File: config.mk
export PLATFORM = sky130hd
export DESIGN_NAME = key_debounce_flat
export DESIGN_NICKNAME = d
export VERILOG_FILES = /design/src/rtl/key_debounce_pkg.sv /design/src/rtl/key_debounce_if.sv /design/src/rtl/sync_2ff.sv /design/src/rtl/key_debounce.sv /design/src/flat_wrapper.sv
export SDC_FILE = /design/constraint.sdc
export NUM_CORES = 1
export LEC_CHECK = 0
export ABC_AREA = 1
export CAP_MARGIN = 20
export CORE_ASPECT_RATIO = 0.9
export CORE_MARGIN = 1
export CORE_UTILIZATION = 35
export DETAILED_ROUTE_END_ITERATION = 7
export PLACE_DENSITY = 0.59
export SYNTH_ARGS = -nofsm -noshare
export SYNTH_HDL_FRONTEND = slang
export SYNTH_SLANG_ARGS = --single-unit
export TNS_END_PERCENT = 50
File: constraint.sdc
create_clock -name clk -period 2.1 [get_ports clk]
set_input_delay 0.42 -clock clk [delete_from_list [all_inputs] [get_ports clk]]
set_output_delay 0.42 -clock clk [all_outputs]
set_load 0.02 [all_outputs]
File: src/rtl/key_debounce_pkg.sv
// ---------------------------------------------------------------------------
// key_pkg : shared definitions for the push-button debouncer.
//
// Contents
//   STABLE_CYCLES_DEFAULT : stable synchronized samples needed to accept a
//                           key change (20 ms at 50 MHz)
//   CNT_WIDTH_DEFAULT     : stability counter width, 2**width > stable count
//   key_state_e           : debouncer FSM state encoding
//   is_pressed_state()    : true for the states where the key counts as held
// ---------------------------------------------------------------------------
package key_pkg;

  localparam int unsigned STABLE_CYCLES_DEFAULT = 1000000;
  localparam int unsigned CNT_WIDTH_DEFAULT     = 20;

  typedef enum logic [1:0] {
    RELEASED     = 2'd0,
    PRESS_WAIT   = 2'd1,
    PRESSED      = 2'd2,
    RELEASE_WAIT = 2'd3
  } key_state_e;

  // While waiting to confirm a release the key is still reported as held,
  // so the debounced level only drops once the release has been accepted.
  function automatic logic is_pressed_state(input key_state_e s);
    return (s == PRESSED) || (s == RELEASE_WAIT);
  endfunction

endpackage

File: src/rtl/key_debounce_if.sv
// ---------------------------------------------------------------------------
// key_debounce_if : groups the raw key input and the debounced outputs.
//
// Signals
//   key_n         : raw push-button, active-low, asynchronous, bouncing
//   pressed       : debounced level, 1 = key held
//   press_pulse   : one-cycle strobe on an accepted press
//   release_pulse : one-cycle strobe on an accepted release
//
// Modports
//   master : board / stimulus side, drives key_n and watches the results
//   slave  : the debouncer itself
// ---------------------------------------------------------------------------
interface key_debounce_if;

  logic key_n;
  logic pressed;
  logic press_pulse;
  logic release_pulse;

  modport master (
    output key_n,
    input  pressed,
    input  press_pulse,
    input  release_pulse
  );

  modport slave (
    input  key_n,
    output pressed,
    output press_pulse,
    output release_pulse
  );

endinterface

File: src/rtl/sync_2ff.sv
// ---------------------------------------------------------------------------
// sync_2ff : two-flop synchronizer for a single asynchronous bit.
//
// Parameters
//   RESET_VAL : value both flops take during reset
// Ports
//   clk   : destination clock
//   rst_n : synchronous, active-low reset
//   d_i   : asynchronous input
//   q_o   : synchronized output (two clk edges of latency)
// ---------------------------------------------------------------------------
module sync_2ff #(
  parameter logic RESET_VAL = 1'b1
) (
  input  logic clk,
  input  logic rst_n,
  input  logic d_i,
  output logic q_o
);

  logic meta_q;
  logic sync_q;

  // The first flop may go metastable when d_i changes near the clock edge;
  // the second flop gives it a full cycle to settle before anyone uses it.
  // Both flops reset to the idle level so no false edge is seen after reset.
  always_ff @(posedge clk) begin
    if (!rst_n) begin
      meta_q <= RESET_VAL;
      sync_q <= RESET_VAL;
    end else begin
      meta_q <= d_i;
      sync_q <= meta_q;
    end
  end

  assign q_o = sync_q;

endmodule

File: src/rtl/key_debounce.sv
// ---------------------------------------------------------------------------
// key_debounce : debounces an active-low push-button.
//
// The raw key is synchronized, then a four-state FSM demands STABLE_CYCLES
// consecutive identical samples before accepting a press or a release.
// press_pulse is meant to drive the t input of a downstream toggle flop
// clocked by clk, so the key never has to be used as a clock itself.
//
// Parameters
//   STABLE_CYCLES : consecutive stable samples required for a change
//   CNT_WIDTH     : stability counter width, 2**CNT_WIDTH > STABLE_CYCLES
// Ports
//   clk   : board clock, all state on the rising edge
//   rst_n : synchronous, active-low reset
//   bus   : key_debounce_if slave (key_n in; pressed, press_pulse,
//           release_pulse out)
// ---------------------------------------------------------------------------
module key_debounce
  import key_pkg::*;
#(
  parameter int unsigned STABLE_CYCLES = STABLE_CYCLES_DEFAULT,
  parameter int unsigned CNT_WIDTH     = CNT_WIDTH_DEFAULT
) (
  input  logic           clk,
  input  logic           rst_n,
  key_debounce_if.slave  bus
);

  localparam logic [CNT_WIDTH-1:0] CNT_ONE  = CNT_WIDTH'(1);
  localparam logic [CNT_WIDTH-1:0] CNT_LAST = CNT_WIDTH'(STABLE_CYCLES - 1);

  logic                 key_s;
  key_state_e           state_q;
  key_state_e           state_d;
  key_state_e           prevState_q;
  logic [CNT_WIDTH-1:0] cnt_q;
  logic [CNT_WIDTH-1:0] cnt_d;
  logic                 pressed_q;
  logic                 pressed_d;
  logic                 pressPulse_q;
  logic                 pressPulse_d;
  logic                 releasePulse_q;
  logic                 releasePulse_d;

  // Resets to 1 because an idle, released key reads high.
  sync_2ff #(
    .RESET_VAL (1'b1)
  ) u_sync (
    .clk   (clk),
    .rst_n (rst_n),
    .d_i   (bus.key_n),
    .q_o   (key_s)
  );

  // State register. prevState_q remembers where we came from so the output
  // logic can spot the first cycle spent in a newly accepted state.
  always_ff @(posedge clk) begin
    if (!rst_n) begin
      state_q     <= RELEASED;
      prevState_q <= RELEASED;
      cnt_q       <= '0;
    end else begin
      state_q     <= state_d;
      prevState_q <= state_q;
      cnt_q       <= cnt_d;
    end
  end

  // Next-state logic. The counter holds how many consecutive samples have
  // agreed with the pending change; any disagreeing sample is a bounce and
  // drops us back to the settled state. The counter is cleared whenever the
  // FSM sits in a settled state, so it cannot drift or wrap. The >= compare
  // is equivalent to == for any valid STABLE_CYCLES but also stops a
  // degenerate STABLE_CYCLES of 1 from counting forever.
  always_comb begin
    state_d = state_q;
    cnt_d   = '0;
    case (state_q)
      RELEASED: begin
        if (!key_s) begin
          state_d = PRESS_WAIT;
          cnt_d   = CNT_ONE;
        end
      end
      PRESS_WAIT: begin
        if (key_s) begin
          state_d = RELEASED;
        end else if (cnt_q >= CNT_LAST) begin
          state_d = PRESSED;
        end else begin
          cnt_d = cnt_q + CNT_ONE;
        end
      end
      PRESSED: begin
        if (key_s) begin
          state_d = RELEASE_WAIT;
          cnt_d   = CNT_ONE;
        end
      end
      RELEASE_WAIT: begin
        if (!key_s) begin
          state_d = PRESSED;
        end else if (cnt_q >= CNT_LAST) begin
          state_d = RELEASED;
        end else begin
          cnt_d = cnt_q + CNT_ONE;
        end
      end
      default: begin
        state_d = RELEASED;
      end
    endcase
  end

  // Output decode. A pulse fires only on the first cycle in a settled state
  // reached from its wait state; a bounce back from a wait state comes from
  // the opposite wait state and therefore never pulses. The two pulses need
  // different current states, so they can never coincide.
  always_comb begin
    pressed_d      = is_pressed_state(state_q);
    pressPulse_d   = (state_q == PRESSED)  && (prevState_q == PRESS_WAIT);
    releasePulse_d = (state_q == RELEASED) && (prevState_q == RELEASE_WAIT);
  end

  // Outputs are registered so the downstream toggle flop sees clean,
  // glitch-free levels.
  always_ff @(posedge clk) begin
    if (!rst_n) begin
      pressed_q      <= 1'b0;
      pressPulse_q   <= 1'b0;
      releasePulse_q <= 1'b0;
    end else begin
      pressed_q      <= pressed_d;
      pressPulse_q   <= pressPulse_d;
      releasePulse_q <= releasePulse_d;
    end
  end

  assign bus.pressed       = pressed_q;
  assign bus.press_pulse   = pressPulse_q;
  assign bus.release_pulse = releasePulse_q;

endmodule

File: src/flat_wrapper.sv
// flat-port wrapper written by rule: the top's interface ports become plain ports
module key_debounce_flat import key_pkg::*;
#(
  parameter int unsigned STABLE_CYCLES = STABLE_CYCLES_DEFAULT,
  parameter int unsigned CNT_WIDTH     = CNT_WIDTH_DEFAULT
)
  (clk, rst_n, bus_key_n, bus_pressed, bus_press_pulse, bus_release_pulse);
  key_debounce_if bus_i ();
  input  logic clk;
  input  logic rst_n;
  input wire logic [$bits(bus_i.key_n)-1:0] bus_key_n;
  output wire logic [$bits(bus_i.pressed)-1:0] bus_pressed;
  output wire logic [$bits(bus_i.press_pulse)-1:0] bus_press_pulse;
  output wire logic [$bits(bus_i.release_pulse)-1:0] bus_release_pulse;
  assign bus_i.key_n = bus_key_n;
  assign bus_pressed = bus_i.pressed;
  assign bus_press_pulse = bus_i.press_pulse;
  assign bus_release_pulse = bus_i.release_pulse;
  key_debounce #(.STABLE_CYCLES(STABLE_CYCLES), .CNT_WIDTH(CNT_WIDTH)) u_core (.clk(clk), .rst_n(rst_n), .bus(bus_i));
endmodule
==> impl_metrics.env <==
# implementation run metrics
export IMPL_drt_initial_drc_count=111
export IMPL_globalplace_congestion=0.843
export IMPL_hold_start="u_core.u_sync.meta_q"
export IMPL_warning_count=26
export IMPL_ios=6
export IMPL_grt_pass1_vias=973
export IMPL_syn_area_sq_um=1390
export IMPL_min_period_ps=1630
export IMPL_antennaDiodeCount=0
export IMPL_arrival_ps=1780
export IMPL_whs_ps=416
export IMPL_r2r_start="u_core.cnt_q[0]"
export IMPL_area_leaders="dfxtp_1, nand2_1, nor2_1"
export IMPL_top_usage_layer="met1"
export IMPL_finalHoldViolCount=0
export IMPL_startpoint_type="flip-flop"
export IMPL_critPathRequiredTime_ps=2250
export IMPL_power_frac_seq_pct=55.2
export IMPL_slew_viol_final=0
export IMPL_root_buffer="clkbuf_8"
export IMPL_drt_wl_total_mm=2.57
export IMPL_clkTransAtPathRegs_ps=60
export IMPL_wl_met1_mm=1.48
export IMPL_post_route_period_util_pct=77.6
export IMPL_yosys_area_sq_um=1390
export IMPL_power_leakage_uw=0.000562
export IMPL_startpoint="u_core.cnt_q[0]"
export IMPL_grt_use_total_pct=14.5
export IMPL_crit_type="flip-flop to flip-flop"
export IMPL_place_ws_ps=414
export IMPL_netSwitchingFraction_pct=21.7
export IMPL_relSlewSlack_pct=74.4
export IMPL_ff_type="dfxtp_1"
export IMPL_synth_top_area_share_pct=41.8
export IMPL_dr_total_vias=1110
export IMPL_fp_util_pct=36.9
export IMPL_status="finished clean"
export IMPL_edf_count=0
export IMPL_cts_tree="done"
export IMPL_yosysTopAreaCell="dfxtp_1"
export IMPL_grt_max_degree=20
export IMPL_drc=0
export IMPL_die_y_um=61.7
export IMPL_synthCells=189
export IMPL_p_comb_share_pct=1.4
export IMPL_synth_warnings=0
export IMPL_seq_area_frac_synth_pct=41.8
export IMPL_post_cts_buffers=0
export IMPL_power_density_nw_per_um2=640
export IMPL_grt_overflow=0
export IMPL_wl_per_cell_um=10.4
export IMPL_final_common_cell="nand2_1"
export IMPL_place_port_buffers=5
export IMPL_worstHoldEndpoint="u_core.u_sync.q_o"
export IMPL_min_path_cells=1
export IMPL_mux_area_share_pct=0
export IMPL_clockBufferDepth=2
export IMPL_cts_hold_buffers=0
export IMPL_power_switching_uw=218
export IMPL_stdcell_count=248
export IMPL_synth_distinct_cells=21
export IMPL_wl_met3_um=80
## final cells by class
cell class / count / area (sq um)
Fill cell: 408 / 2180
Multi-Input combinational cell: 130 / 687
Inverter: 29 / 109
Sequential cell: 29 / 581
Clock buffer: 6 / 72.6
Timing Repair Buffer: 6 / 57.6
Clock inverter: 2 / 10.0
Tap cell: 46 / 57.6
## cells by family after synthesis
kind of cell             Yosys count
AND/OR/NAND/NOR                  107
buffers and inverters             30
flip-flops                        29
XOR/XNOR                          16
AND-OR/OR-AND                      6
adder cells (fa/ha/maj)            1
## critical path, stage by stage, from the launching register on
cell     delay (ps)
dfxtp_1         390
ha_1            280
nand2_1         100
nor2_1          120
nand4_1          90
nand2_1         120
nand2_2          80
nand4_4         250
nor2_1           70
## power by group through the flow
stage	Clock [uW]	Combinational, uW	Sequential (uW)
5_1_grt	477	16.0	556
6_report	437	14.0	556
3_3_place_gp	0	13.9	568
3_5_place_dp	0	14.0	568
4_1_cts	452	14.2	556
2_1_floorplan	0	7.42	568
## per-stage QoR
step / instance area [sq um] / total power (uW)
floorplan: 1390 / 575
global placement: 1490 / 582
detailed placement: 1490 / 582
CTS: 1570 / 1020
global route: 1570 / 1050
finish: 1570 / 1010
## flip-flops by register name, indices dropped and copies added (netlist names), named ones only
register                  count
u_core.u_sync.meta_q          1
u_core.bus.release_pulse      1
u_core.state_q                1
u_core.bus.press_pulse        1
u_core.cnt_q                 20
u_core.prevState_q            2
u_core.bus.pressed            1
u_core.u_sync.q_o             1
## worst max-delay path by stage
stage                       end  slack [ps]
2_1_floorplan   u_core.cnt_q[4]         630
3_3_place_gp    u_core.cnt_q[2]         440
3_5_place_dp   u_core.cnt_q[19]         410
4_1_cts        u_core.cnt_q[10]         430
5_1_grt        u_core.cnt_q[15]         210
6_report       u_core.cnt_q[10]         470
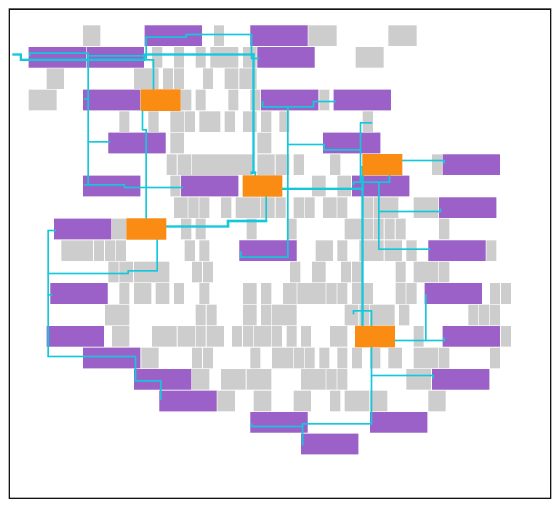
clock_map.png
Key: orange = cells driving clock nets [count 5]; purple = flip-flops [count 29]; cyan = clock wires [length 411 um]
Position of the flops: spread over the die. There are 6 routed clock nets.
clk ins delay skew pair: 280 ps
clock group total power: 437 uW
skew final: 9.14 ps
clock share of power: 43.4%

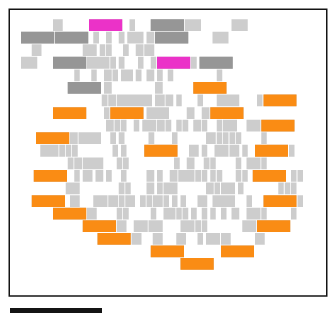
registers.png
Scale bar: 20 um. Other sequential cells in the stronger gray, the rest of the logic in the fainter gray.
Key: orange = `u_core.cnt_q` [flops 20]; magenta = `u_core.prevState_q` [flops 2]
Power Sequential: 556 uW
Seq area share: 36.9%
Seq. cell area: 581 sq um
Layout Utilization: 41.9%

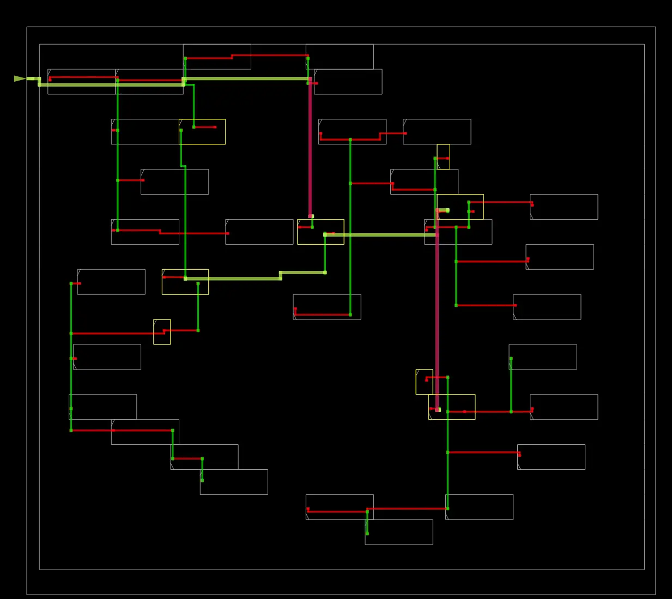
final_clocks.png
CTS Buf Count: 5
CLK BUF: 6
clk sinks: 29
flop count: 29

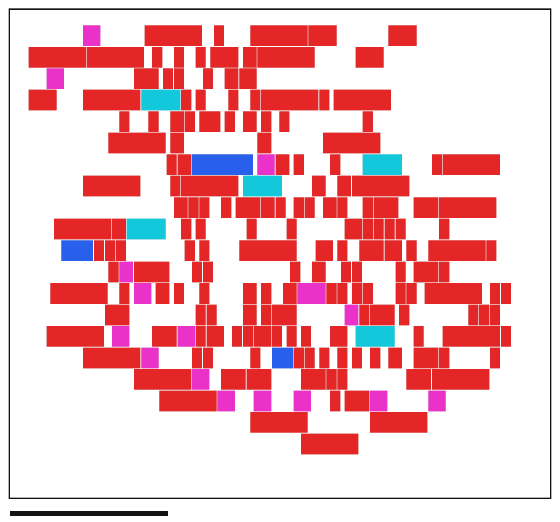
drive_strength.png
Scale bar: 20 um.
Key: cyan = drive 6 and up [cells 5, share 2.5%]; magenta = drive 2 [cells 16, share 7.9%]; red = drive 1 or less [cells 178, share 88%]; blue = drive 3 to 4 [cells 3, share 1.5%]
Final Instance Area: 1570 sq um
Final WS setup: 471 ps
area delta synth->final: 13.4%

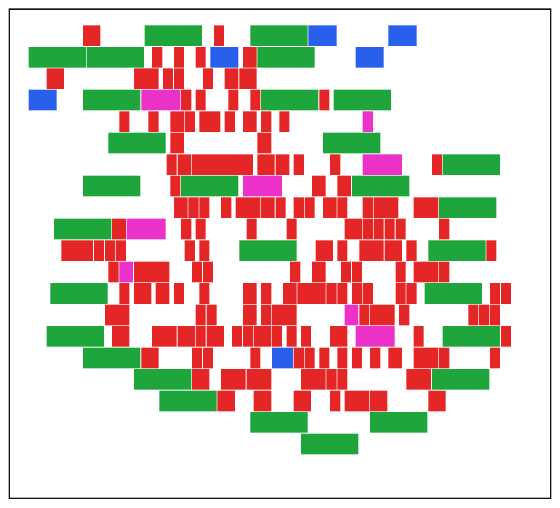
cell_classes.png
Key: blue = other buffers and delay cells [cells 6]; green = flip-flops [cells 29]; red = all other logic [cells 159]; magenta = clock drivers and dummy loads [cells 8]
row count: 21
core region area: 3760 sq um

No activity file was given, so power comes from the tool's default toggle rates.
